Figure 1. Pin placement (run 1).
Drawn at 6 px/um. Pins as bars across the die edge, other pins in gray.
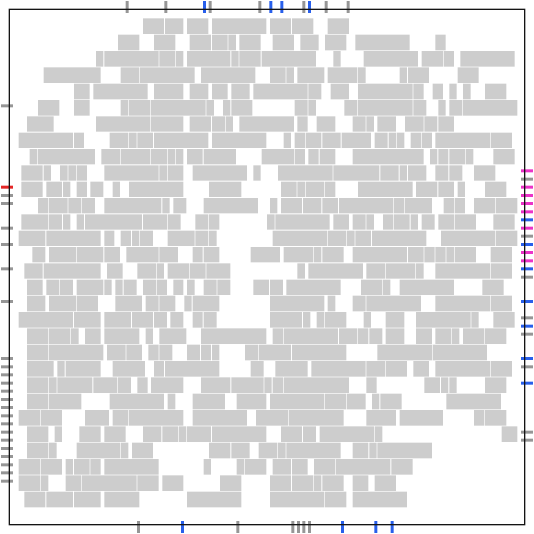
Figure 2. Cell sizes after repair (run 1).
Drawn at 6 px/um.
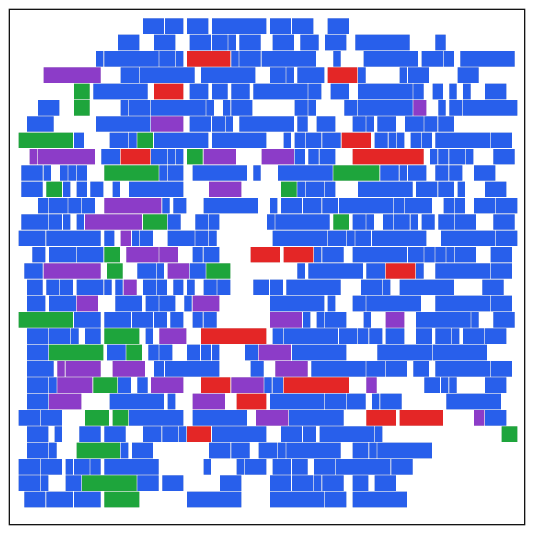
Figure 3. Cell placement (run 1).
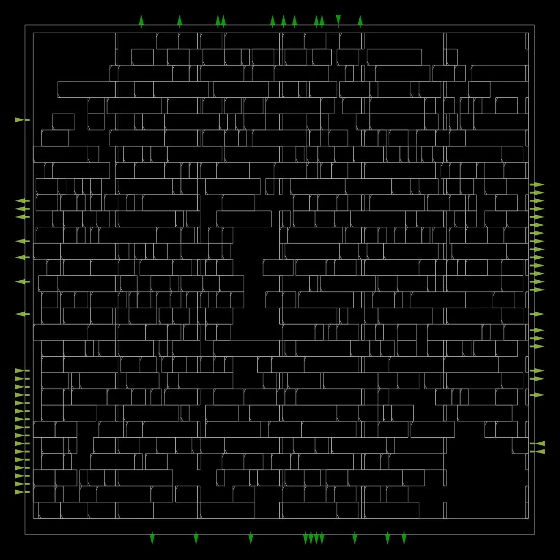
==> config.mk <==
export PLATFORM = sky130hd
export DESIGN_NAME = onn_phase_scan_ctrl
export DESIGN_NICKNAME = d
export VERILOG_FILES = /design/src/rtl/onn_phase_scan_ctrl.sv
export SDC_FILE = /design/constraint.sdc
export NUM_CORES = 1
export LEC_CHECK = 0
export ABC_CLOCK_PERIOD_IN_PS = 2190
export CAP_MARGIN = 15
export CORE_MARGIN = 1
export CORE_UTILIZATION = 53
export CTS_CLUSTER_SIZE = 8
export DETAILED_ROUTE_END_ITERATION = 7
export GPL_TIMING_DRIVEN = 0
export MAX_ROUTING_LAYER = met4
export PLACE_DENSITY = 0.85
export REMOVE_ABC_BUFFERS = 1
export SYNTH_ARGS = -nofsm -noshare
export SYNTH_HDL_FRONTEND = slang
export SYNTH_SLANG_ARGS = --single-unit
export TNS_END_PERCENT = 20
==> constraint.sdc <==
create_clock -name sclk -period 2.19 [get_ports sclk]
set_input_delay 0.438 -clock sclk [delete_from_list [all_inputs] [get_ports sclk]]
set_output_delay 0.438 -clock sclk [all_outputs]
set_load 0.01 [all_outputs]
==> results.ini, run 1 <==
[timing]
max_slew_margin=0.447
setup_viol_count_final=0
period_used_share=0.978
fin_crit_ns=2.14
hold_viol_final=0
tightest_slew_ns=0.830
fin_hold_ws_ns=0.190
max_freq_ghz=0.467
maxSlewViolCount=0
tns_ns=0

[finish]
biggestCellCategory=logic gates
final-clk-cell-share=0.0439
sh_comb_area=0.424
fin_nets=487
bufAreaShareNonClock=0.166
drive_above_1_share=0.166
seq_area_sq_um=1660
n_clock_buffer=11
area.combinational_sq_um=2110
inverters=13
nMultiInputCombCells=277
seq_cell_count=66

[routing]
met3WireLength_um=507
ant_nets=0
route.detailed.wl_per_inst_um=16.6
wl_met2_mm=4.47
m1WireLength_mm=3.98
dr_total_vias=3226
drt_iter0_drc=217
vias_per_cell=5.88
wirelength_mm=9.13
post-route-drc-count=0

[global_routing]
grt-ovfl-total=0
grt.busiest_layer=met2
use_met3=0.0606
gr-usage-met1=0.340
grt_use_met2=0.401
grt_use_total=0.260
grt_max_degree=67

[power_and_ir_drop]
p_comb_frac=0.257
switching_share=0.311
power_density_nw_per_um2=657
p_int_mw=2.26
p_seq_mw=1.29
p_seq_frac=0.394
p_switching_mw=1.02

[synth]
synthCells=375
ys_types=47
ys_sh_xor=0.0496
logic_family=simple AND/OR/NAND/NOR gates
synth_area_per_cell_sq_um=9.89
largest_area_cell=dfrtp_1
synth-simple-area-share=0.186
ys_seq_share=0.445
top_cell_area_share=0.445
mux_share=0.0432
synth_area_sq_um=3710
ys_ff=66
yosys.area_share.adder=0.0641
yosys_area_sq_um=3710
flop_cell=dfrtp_1
common_cells=dfrtp_1, nor2_1, a211oi_1
most_common_cell=dfrtp_1
ys_sh_aoi=0.171

[hold_path]
hold_path.class=in2async

[critical_path]
critical_path_required_ns=2.44
cp.depth=8
max_stage_delay_ns=0.45
critPathCaptureType=register
crit_fanout=8
worstRegToRegCells=7
cp-start-kind=input pin
crit_type=in2reg
crit_arrival_ns=2.39
crit_family=simple AND/OR/NAND/NOR gates
cp_num_buf_inv=2
slowest_stage=clkdlybuf4s50_1

[floorplan]
fp-utilization=0.546
chipArea_sq_um=7340
rows=30
ios=68

[clock_tree]
cts_setup_buffers=9
h-tree-depth=3
cts_buffer_depth=2
ctsResizeCount=14
cts.clk_slew.worst_paths_ns=0.07
numCtsBuffers=9
root_buffer=clkbuf_8

[run_status]
status=completed

[placed_design]
place_worst_setup_slack_ns=-0.683
placed_cells=521

About Figure 1:
[busy] red | pins: 1 | direction: output | edge: left
[iter_cnt] magenta | pins: 8 | direction: output | edge: right
[state_changed] blue | pins: 15 | direction: output | edge: 7 right, 4 top, 4 bottom
port bufs: 67
die height: 85.7 um
Chip Width: 85.7 um

About Figure 2:
[drive 1 or less] blue | cells: 378 | share: 83%
[drive 6 and up] red | cells: 16 | share: 3.5%
[drive 3 to 4] green | cells: 25 | share: 5.5%
[drive 2] purple | cells: 34 | share: 7.5%
synth-to-layout area growth: 34.4%
bufs w/o clock: 81
post-route cell area: 4980 sq um
final worst-path setup slack: 0.0478 ns

About Figure 3:
fin cells: 549
Core ar.: 6790 sq um
Tap Count: 96
final core occ: 0.734

run 1: placed cells by master, fill, tap and decap left out, drive strengths merged, types with 3 or more instances in the layout:
master / Yosys / layout
nand3b: 3 / 3
xnor2: 19 / 19
nand4: 13 / 13
and2: 8 / 8
a22o: 3 / 3
a211oi: 21 / 21
o31ai: 5 / 5
nand3: 15 / 15
o21ai: 7 / 7
dlymetal6s2s: 0 / 3
nand2: 11 / 11
nand2b: 4 / 4
clkbuf: 14 / 11
a311oi: 15 / 15
clkdlybuf4s50: 0 / 60
buf: 6 / 15
ha: 19 / 19
o22ai: 3 / 3
a21oi: 17 / 17
dfrtp: 66 / 66
mux2i: 16 / 16
nor2: 60 / 60
inv: 13 / 13
and3: 8 / 8
--- run 2 (diff from run 1) ---
SLEW_MARGIN = 30   (was unset)
Figure 4. Pin placement (run 2).
Drawn at 6 px/um. Pins as bars across the die edge, other pins in gray.
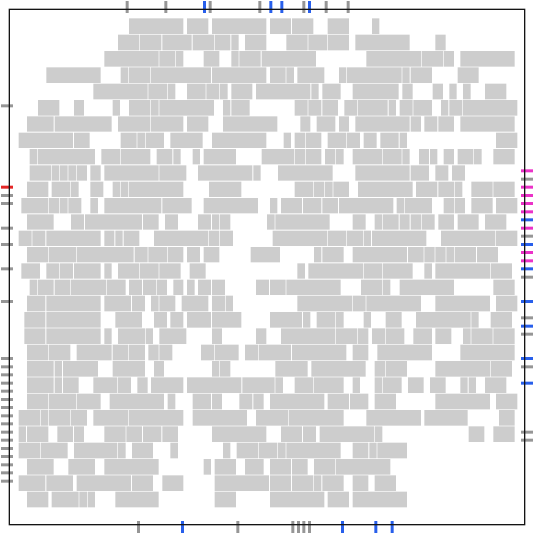
[iter_cnt] magenta | pins: 8 | direction: output | edge: right
[state_changed] blue | pins: 15 | direction: output | edge: 7 right, 4 top, 4 bottom
[busy] red | pins: 1 | direction: output | edge: left
all pins by edge: 24 left, 23 right, 11 top, 10 bottom

Figure 5. Cell sizes after repair (run 2).
Drawn at 6 px/um.
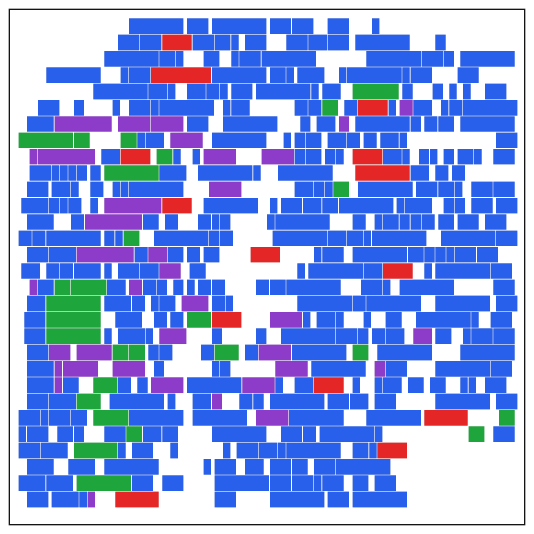
[drive 1 or less] blue | cells: 376 | share: 83%
[drive 6 and up] red | cells: 14 | share: 3.1%
[drive 2] purple | cells: 36 | share: 7.9%
[drive 3 to 4] green | cells: 27 | share: 6.0%
synth-to-layout area growth: 34.0%
post-route cell area: 4970 sq um
final worst-path setup slack: 0.0173 ns

==> run 2 against run 1 <==
Compared with the run above: flip-flop count did not move; synthesized cell count is the same; register-to-register slack lost 0.07 ns; die area unchanged; sequential share of layout area rose by 0.092 points.
==> results.ini, run 2 <==
[critical_path]
crit_type=in2reg
slowest_stage=clkdlybuf4s50_1
crit_fanout=15
critical_path_required_ns=2.43
max_stage_delay_ns=0.51
crit_arrival_ns=2.41
critPathCaptureType=register
worstRegToRegCells=8
crit_chain=clkdlybuf4s50_1, ha_4, a21o_1, a21oi_4, and3_4, buf_4, o21ai_4, buf_12, a311oi_2
cp-start-kind=input pin
crit_family=buffers and inverters
cp.depth=9
cp_num_buf_inv=3
rrSetupSlack_ns=0.05

[timing]
tns_ns=0
period_used_share=0.992
clock_skew_ns=0.00911
setup_viol_count_final=0
maxSlewViolCount=0
fin_crit_ns=2.17
hold_viol_final=0
max_freq_ghz=0.460
max_slew_margin=0.465
fin_hold_ws_ns=0.541
tightest_slew_ns=0.792

[synth]
topCellsByArea=dfrtp_1, ha_1, nor2_1, xnor2_1, mux2i_1
yosys_area_sq_um=3710
ys_warn_count=0
most_common_cell=dfrtp_1
postSynth.asyncResetShare=1.00
top_cell_area_share=0.445
largest_area_cell=dfrtp_1
ys_cells=375
edf_count=0
ys_seq_share=0.445
flop_cell=dfrtp_1
common_cells=dfrtp_1, nor2_1, a211oi_1
synth_area_per_cell_sq_um=9.89
synthCells=375
ys_types=47
ys_ff=66
synth_area_sq_um=3710

[routing]
dr_total_vias=3215
m1WireLength_mm=4.02
met3WireLength_um=467
post-route-drc-count=0
wl_met2_mm=4.55
route.detailed.wl_per_inst_um=16.7
drt_iter0_drc=180
maxUsedRoutingLayer=met4
wirelength_mm=9.16
ant_nets=0
first_pass_iters=4
vias_per_cell=5.86

[placed_design]
placed_cells=520
gp_congestion=0.942
placed_area_sq_um=4450
hpwlAfterDp_mm=5.76
io_buffers=67
place_worst_setup_slack_ns=-0.735

[run_status]
status=completed

[clock_tree]
ctsResizeCount=19
clk_latency_ns=0.34
h-tree-depth=3
root_buffer=clkbuf_8
cts_sinks=66
postCtsHoldBufs=1
cts.clk_slew.worst_paths_ns=0.07
numCtsBuffers=9
cts_tree=built
cts_setup_buffers=5
cts_buffer_depth=2

[global_routing]
grt_pass1_vias=2929
grt_max_degree=59
grt_use_total=0.253
grt_pass1_wl_mm=14.2
grt-ovfl-total=0
grt.busiest_layer=met2
gr-usage-met1=0.331
antenna_found_initial=0
grt_use_met2=0.401
use_met3=0.0414

[finish]
fin_util=0.732
drive_above_1_share=0.170
antenna_cells=0
finalNonFillerCells=549
fill_cells=464
lay_top_cells=dfrtp_1, nor2_1, clkdlybuf4s50_1
area.combinational_sq_um=2120
mostFrequentLayoutCell=dfrtp_1
seq_area_sq_um=1660
fin_nets=487

[floorplan]
core_region_area_sq_um=6790
ios=68
chipArea_sq_um=7340
rows=30
die_h_um=85.7
die_width_um=85.7
fp-utilization=0.546

[flow_run]
max_cap_viol_count=0
log.warning_count=35

[power_and_ir_drop]
power.leakage_nw=2.06
power_density_nw_per_um2=607
peakVddDrop_uv=532
fin_total_pwr_mw=3.02

[hold_path]
hold_path.class=in2async

==> run 2: cell families (layout without fill, tap and decap cells) <==
family          Yosys count  in the layout  share of synthesized area
mux                      16             16                     0.0432
buf+inv                  33            110                     0.0408
xor+xnor                 21             21                     0.0496
compound gates           82             82                      0.171
simple gates            138            139                      0.186
fa+ha+maj                19             19                     0.0641
flops                    66             66                      0.445
==> run 2: final cells by class <==
cell class,count,share of cell area
multi-input cells,277,0.427
inverters,13,0.00982
flip-flops and latches,66,0.334
well taps,96,0.0242
clock buffers,11,0.0284
clock inverters,5,0.00604
repair buffers,81,0.171
==> run 2: power by group <==
part           switching (mW)  total [mW]  leakage (nW)  internal, mW
registers              0.0421        1.29         0.912          1.25
clock network           0.466       0.902        0.0851         0.436
logic                   0.500       0.822          1.06         0.322
total                    1.01        3.02          2.06          2.01
No activity file was given, so power comes from the tool's default toggle rates.
